===== src/rtl/conv_pkg.sv =====
// Shared types and constants for the convolution engine sequencer.
// Holds the sequencer state encoding, the default size/address parameters
// and the kernel/padding geometry that sets the window scan range.
package conv_pkg;

    localparam int MAX_N_DEF  = 16;  // largest supported matrix side
    localparam int ADDR_W_DEF = 8;   // buffer address width, MAX_N^2 <= 2^ADDR_W
    localparam int KERNEL     = 3;   // window side
    localparam int PAD        = 1;   // zero border added on each side

    typedef enum logic [2:0] {
        S_IDLE = 3'd0,
        S_LOAD = 3'd1,
        S_PAD  = 3'd2,
        S_SCAN = 3'd3,
        S_FIN  = 3'd4
    } conv_state_t;

endpackage


===== src/rtl/conv_idx_counter.sv =====
// Raster row/col counter: col runs 0..limit-1, then wraps and bumps row.
// Latency: registered, new position visible the cycle after inc.
// Backpressure: advances only when inc is high; clr/rst return to (0,0).
// Ports: clk, rst (sync, active-high), clr (sync clear), inc (advance),
//        limit (side length), row/col (current position),
//        last (position is (limit-1, limit-1)).
module conv_idx_counter #(
    parameter int W = 8
) (
    input  logic         clk,
    input  logic         rst,
    input  logic         clr,
    input  logic         inc,
    input  logic [W-1:0] limit,
    output logic [W-1:0] row,
    output logic [W-1:0] col,
    output logic         last
);

    logic [W-1:0] lim_m1;

    assign lim_m1 = limit - W'(1);
    assign last   = (row == lim_m1) && (col == lim_m1);

    always_ff @(posedge clk) begin
        if (rst || clr) begin
            row <= '0;
            col <= '0;
        end else if (inc) begin
            if (col == lim_m1) begin
                col <= '0;
                row <= (row == lim_m1) ? '0 : row + W'(1);
            end else begin
                col <= col + W'(1);
            end
        end
    end

endmodule


===== src/rtl/conv_sequencer.sv =====
// Convolution job sequencer: size latch, raster buffer load, padding kick-off, 3x3 window scan.
// Latency: all outputs registered (1 cycle) except pix_ready, which is decoded from state.
// Backpressure: pixels accepted on pix_valid in LOAD; window coordinates hold until win_ready.
// Ports: clk, rst (sync, active-high); start/size_in (job request);
//        pix_in/pix_valid/pix_ready (pixel stream); buf_wr_en/addr/data (buffer write);
//        pad_start/pad_done (padding stage); win_valid/win_row/win_col/win_ready (window out);
//        busy, done, err (status).
// Build option: define CONV_SEQ_ABORT_EN to add the abort input, which drops any
// running job back to IDLE with an err pulse.
module conv_sequencer
    import conv_pkg::*;
#(
    parameter int MAX_N  = MAX_N_DEF,
    parameter int ADDR_W = ADDR_W_DEF
) (
    input  logic              clk,
    input  logic              rst,
    input  logic              start,
    input  logic [7:0]        size_in,
    input  logic [7:0]        pix_in,
    input  logic              pix_valid,
    output logic              pix_ready,
    output logic              buf_wr_en,
    output logic [ADDR_W-1:0] buf_wr_addr,
    output logic [7:0]        buf_wr_data,
    output logic              pad_start,
    input  logic              pad_done,
    output logic              win_valid,
    output logic [7:0]        win_row,
    output logic [7:0]        win_col,
    input  logic              win_ready,
`ifdef CONV_SEQ_ABORT_EN
    input  logic              abort,
`endif
    output logic              busy,
    output logic              done,
    output logic              err
);

    conv_state_t       state, state_d;
    logic [7:0]        n_q;
    logic [7:0]        scan_lim;
    logic [7:0]        ld_row, ld_col;
    logic              ld_last, sc_last;
    logic              abort_w, size_ok, ld_acc, sc_acc, cnt_clr;
    logic [ADDR_W-1:0] ld_addr;

`ifdef CONV_SEQ_ABORT_EN
    assign abort_w = abort && (state != S_IDLE);
`else
    assign abort_w = 1'b0;
`endif

    assign size_ok   = (size_in != 8'd0) && (32'(size_in) <= 32'(MAX_N));
    assign pix_ready = (state == S_LOAD);
    // An abort in the same cycle wins over any handshake completing.
    assign ld_acc    = pix_ready && pix_valid && !abort_w;
    assign sc_acc    = (state == S_SCAN) && win_valid && win_ready && !abort_w;
    assign cnt_clr   = (state == S_IDLE) || abort_w;

    // Window origins over the padded (N+2PAD)^2 matrix that keep a full
    // kernel inside it: N+2PAD-KERNEL+1 positions per side, i.e. N.
    assign scan_lim  = n_q + 8'(2 * PAD) - 8'(KERNEL - 1);
    assign ld_addr   = ADDR_W'(ld_row) * ADDR_W'(n_q) + ADDR_W'(ld_col);

    conv_idx_counter #(.W(8)) u_ld_cnt (
        .clk   (clk),
        .rst   (rst),
        .clr   (cnt_clr),
        .inc   (ld_acc),
        .limit (n_q),
        .row   (ld_row),
        .col   (ld_col),
        .last  (ld_last)
    );

    // Scan counter registers drive the window coordinates directly.
    conv_idx_counter #(.W(8)) u_sc_cnt (
        .clk   (clk),
        .rst   (rst),
        .clr   (cnt_clr),
        .inc   (sc_acc),
        .limit (scan_lim),
        .row   (win_row),
        .col   (win_col),
        .last  (sc_last)
    );

    always_comb begin
        state_d = state;
        case (state)
            S_IDLE: if (start && size_ok)          state_d = S_LOAD;
            S_LOAD: if (ld_acc && ld_last)         state_d = S_PAD;
            // pad_start marks the first PAD cycle; a pad_done then is stale.
            S_PAD:  if (pad_done && !pad_start)    state_d = S_SCAN;
            S_SCAN: if (sc_acc && sc_last)         state_d = S_FIN;
            S_FIN:                                 state_d = S_IDLE;
            default:                               state_d = S_IDLE;
        endcase
        if (abort_w) state_d = S_IDLE;
    end

    always_ff @(posedge clk) begin
        if (rst) begin
            state       <= S_IDLE;
            n_q         <= '0;
            buf_wr_en   <= 1'b0;
            buf_wr_addr <= '0;
            buf_wr_data <= '0;
            pad_start   <= 1'b0;
            win_valid   <= 1'b0;
            busy        <= 1'b0;
            done        <= 1'b0;
            err         <= 1'b0;
        end else begin
            state <= state_d;
            if (state == S_IDLE && start) n_q <= size_in;
            buf_wr_en <= ld_acc;
            if (ld_acc) begin
                buf_wr_addr <= ld_addr;
                buf_wr_data <= pix_in;
            end
            pad_start <= ld_acc && ld_last;
            win_valid <= (state_d == S_SCAN);
            busy      <= (state_d != S_IDLE);
            done      <= sc_acc && sc_last;
            err       <= (state == S_IDLE && start && !size_ok) || abort_w;
        end
    end

endmodule


===== config.mk =====
export PLATFORM = sky130hd
export DESIGN_NAME = conv_sequencer
export DESIGN_NICKNAME = d
export VERILOG_FILES = /design/src/rtl/conv_pkg.sv /design/src/rtl/conv_idx_counter.sv /design/src/rtl/conv_sequencer.sv
export SDC_FILE = /design/constraint.sdc
export NUM_CORES = 1
export LEC_CHECK = 0
export ABC_AREA = 1
export CORE_UTILIZATION = 60
export CTS_BUF_LIST = sky130_fd_sc_hd__clkbuf_8
export DETAILED_ROUTE_END_ITERATION = 12
export GPL_ROUTABILITY_DRIVEN = 0
export PLACE_DENSITY = 0.89
export SYNTH_ARGS = -nofsm -noshare
export SYNTH_HDL_FRONTEND = slang
export SYNTH_HIERARCHICAL = 1
export SYNTH_SLANG_ARGS = --single-unit

===== constraint.sdc =====
create_clock -name clk -period 6.9 [get_ports clk]
set_clock_uncertainty 0.2 [all_clocks]
set_input_delay 1.725 -clock clk [delete_from_list [all_inputs] [get_ports clk]]
set_output_delay 1.725 -clock clk [all_outputs]
set_load 0.01 [all_outputs]

==> run_results.csv, run 1 <==
group,metric,value,unit
outcome,run_status,"completed",
cells_and_area,nClkBuffers,10,
cells_and_area,lay_top_cells,"nand2_1, inv_1, nor2_1, dfxtp_1, clkdlybuf4s50_1",
synth,numSynthFlops,65,
sta,hold_viol,0,
synth,common_cells,"nand2_1, inv_1, dfxtp_1, nor2_1, nand3_1",
clock_network,insertion_delay,0.35,ns
pwr,power,0.856,mW
pwr,power.leakage,2.89,nW
synth,top_logic_kind,"simple AND/OR/NAND/NOR gates",
critical_path,crit_path_cell_trace,"nand2_1, fa_1, inv_1, fa_1, inv_1, fa_1, fa_1, inv_1, ha_1, a21oi_1, nand2_1, nand2_1, nand2_2, inv_1, nand3_1, nand3_1, nand3_1, nand2_1, inv_1",
floorplanning,tap_cells,105,
placed_design,io_buffers,60,
global_routing,grt_pass1_wl,21600,microns
synth,synth_seq_share,25.6,%
pwr,power_density,144,nW/um^2
floorplanning,die_h,94,microns
sta,setup_slack,2.39,ns
floorplanning,fp.dieW,94,microns
cells_and_area,area_share_clock_buf_inv,3.45,%
route,dr.pass1.iters,5,
cells_and_area,nMultiInputCombCells,560,
cells_and_area,antenna_cells,0,
clock_network,root_buffer,"clkbuf_8",
cells_and_area,drive_gt1_share,7.53,%
floorplanning,chip_area,8840,sq um
critical_path,critPathMostFrequentCell,"inv_1",
floorplanning,io_pins,61,
floorplanning,rows,33,
sta,finalSetupTns,0,ns
route,vias,5168,
synth,syn_area_per_cell,6.60,sq um
critical_path,crit_path_max_fanout,18,
clock_network,hold_buffers,0,
route,route.detailed.drc,0,
synth,yosysTopAreaCellShare,25.6,%
cells_and_area,stdcell_area,5950,sq um
clock_network,ctsLongestPathBuffers,2,
## run 1: power by group
part	switching, mW	internal, mW	total (mW)
Sequential	0.0110	0.379	0.390
Combinational	0.0752	0.0461	0.121
Clock	0.166	0.178	0.344
Total	0.252	0.604	0.856
## run 1: final timing paths
path	start	to	slack [ns]	cells after the start
worst min register to register	buf_wr_addr[5]	buf_wr_addr[5]	0.29	2
worst max register to register	n_q[0]	buf_wr_addr[7]	2.39	19
worst max-delay path	n_q[0]	buf_wr_addr[7]	2.39	19
worst min-delay path	buf_wr_addr[5]	buf_wr_addr[5]	0.29	2
## run 1: layer usage
metal  share of wire (%)  up-vias  GRT usage (%)
li1                    -     2533              -
met1                  42     2370           39.1
met2                  48      225           51.8
met3                 7.7       40           7.04
met4                 2.3        0           11.0
met5                   0        -              0
**Run 1: gate families picked out**

Scale: 6 px per micron.
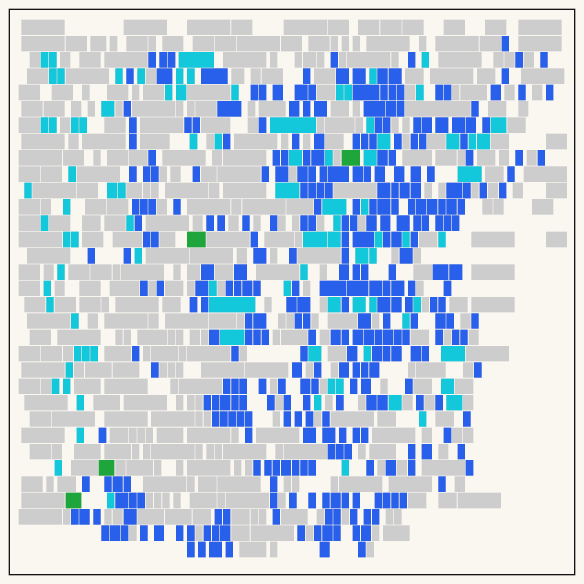
[NOR gates] cyan | cells: 91
[AND-OR and OR-AND gates] green | cells: 4
[NAND gates] blue | cells: 336

**Run 1: wiring heat map**

Scale: 4 px per micron. 19 x 19 tiles, from white (low) to dark blue (high), scaled to the fullest tile. Values are wire area over tile area, all layers added.
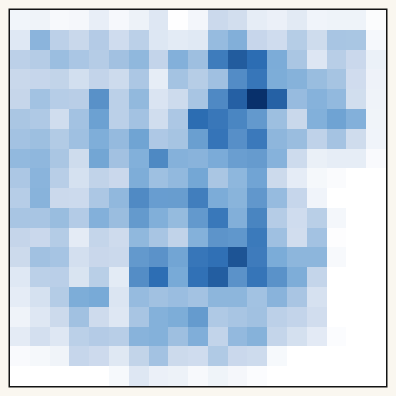
mean over tiles: 0.24
nearly empty tiles: 12%
densest ninth of the die: center
emptiest ninth of the die: lower right

**Run 1: track usage over the die**

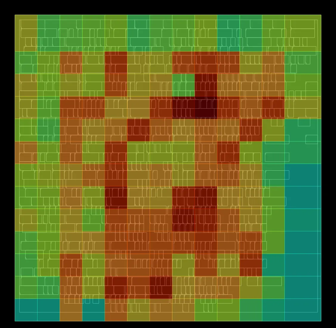
met1 usage: 39.1%
GRT met3 Usage: 7.04%
Tot GR Track Use: 31.0%
final core occ: 72.4%

--- run 2 (diff from run 1) ---
CORE_UTILIZATION = 53   (was 60)
PLACE_DENSITY = 0.83   (was 0.89)
clock period = 3.8 ns   (was 6.9 ns; I/O delays follow)
==> run 2 against run 1 <==
Effect of this change:
- the flow now finishes with violations (negative setup slack)
- global-route usage fell by 0.73 points
- first-iteration DRC count rose by 26%
- final area up 5.3%
- clock power rose by 82%
- synthesized area unchanged
- non-clock buffer count up 27
- register-to-register slack worse by 2.4 ns
- setup slack lost 2.4 ns
- combinational power rose by 110%
==> run_results.csv, run 2 <==
group,metric,value,unit
global_routing,grt_use_met2,47.4,%
global_routing,track_usage,30.3,%
route,met3_length,1280,microns
critical_path,critPathLaunch,"n_q[1]",
outcome,violations,"negative setup slack",
min_path,hold_end,"buf_wr_addr[5]",
cells_and_area,antenna_cells,0,
synth,yosysTopAreaCellShare,25.6,%
critical_path,crit_path_end,"buf_wr_addr[7]",
floorplanning,fp.dieW,99.9,microns
route,routed-wl-met2,6410,microns
synth,common_cells,"nand2_1, inv_1, dfxtp_1, nor2_1, nand3_1",
sta,setup_slack,-0.0495,ns
outcome,run_status,"complete, but fails checks",
floorplanning,io_pins,61,
route,dr.pass1.iters,6,
sta,hold_viol,0,
global_routing,grtUsageMet3,5.71,%
clock_network,root_buffer,"clkbuf_8",
global_routing,grt_pass1_wl,24100,microns
pwr,power_density,251,nW/um^2
clock_network,insertion_delay,0.35,ns
synth,syn_area_per_cell,6.60,sq um
cells_and_area,utilization,67.8,%
critical_path,reg2reg_from,"n_q[1]",
sta,finalSetupTns,-0.0495,ns
global_routing,grtUsageMet1,41.2,%
cells_and_area,drive_gt1_share,12.2,%
synth,numSynthFlops,65,
sta,finalSetupViolCount,1,
route,route.detailed.drc,0,
clock_network,ctsLongestPathBuffers,2,
critical_path,reg2reg_depth,19,
critical_path,crit_path_cell_trace,"nand2_2, fa_1, inv_1, fa_1, inv_1, fa_1, fa_1, inv_2, ha_4, a21oi_2, nand4_1, nand2_2, inv_1, nand3_1, nand2_1, nand2_1, nand3_1, nand2_1, inv_1",
floorplanning,chip_area,9980,sq um
critical_path,cp_num_cells,19,
floorplanning,rows,35,
==> run 2: power by group <==
part | leakage [nW] | total (mW) | switching [mW] | internal, mW
Sequential | 0.529 | 0.698 | 0.00989 | 0.688
Clock | 0.106 | 0.626 | 0.315 | 0.311
Combinational | 2.39 | 0.249 | 0.157 | 0.0922
==> run 2: what timing repair did <==
| action | 4_1_cts | 5_1_grt |
|---|---|---|
| resized | 4 | 6 |
| pin swaps | 2 | 3 |
| buffers inserted | 0 | 2 |
| endpoints found under the setup margin | 1 | 3 |
==> run 2: area by class of cell <==
cell class	instances	area, sq um	area share [%]
tap	129	161	2.58
inverter	134	503	8.03
timing repair buffer	89	822	13.1
clock buffer	9	124	1.98
sequential	65	1320	21.0
multi-input combinational	560	3260	52.1
clock inverter	7	76.3	1.22
**Run 2: signal wires on met4**

Scale: 4 px per micron. Supply wires on this layer in gray.
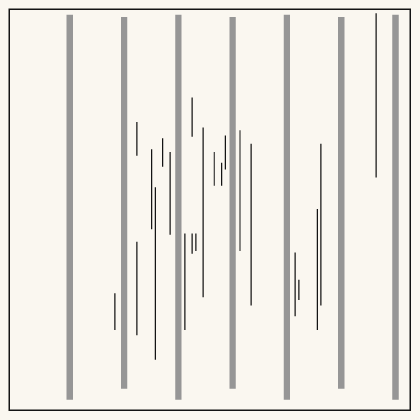
wire length on this layer: 437 microns
longest straight run: 42.8 microns
main direction: vertical

Power and IR drop assume default switching activity.
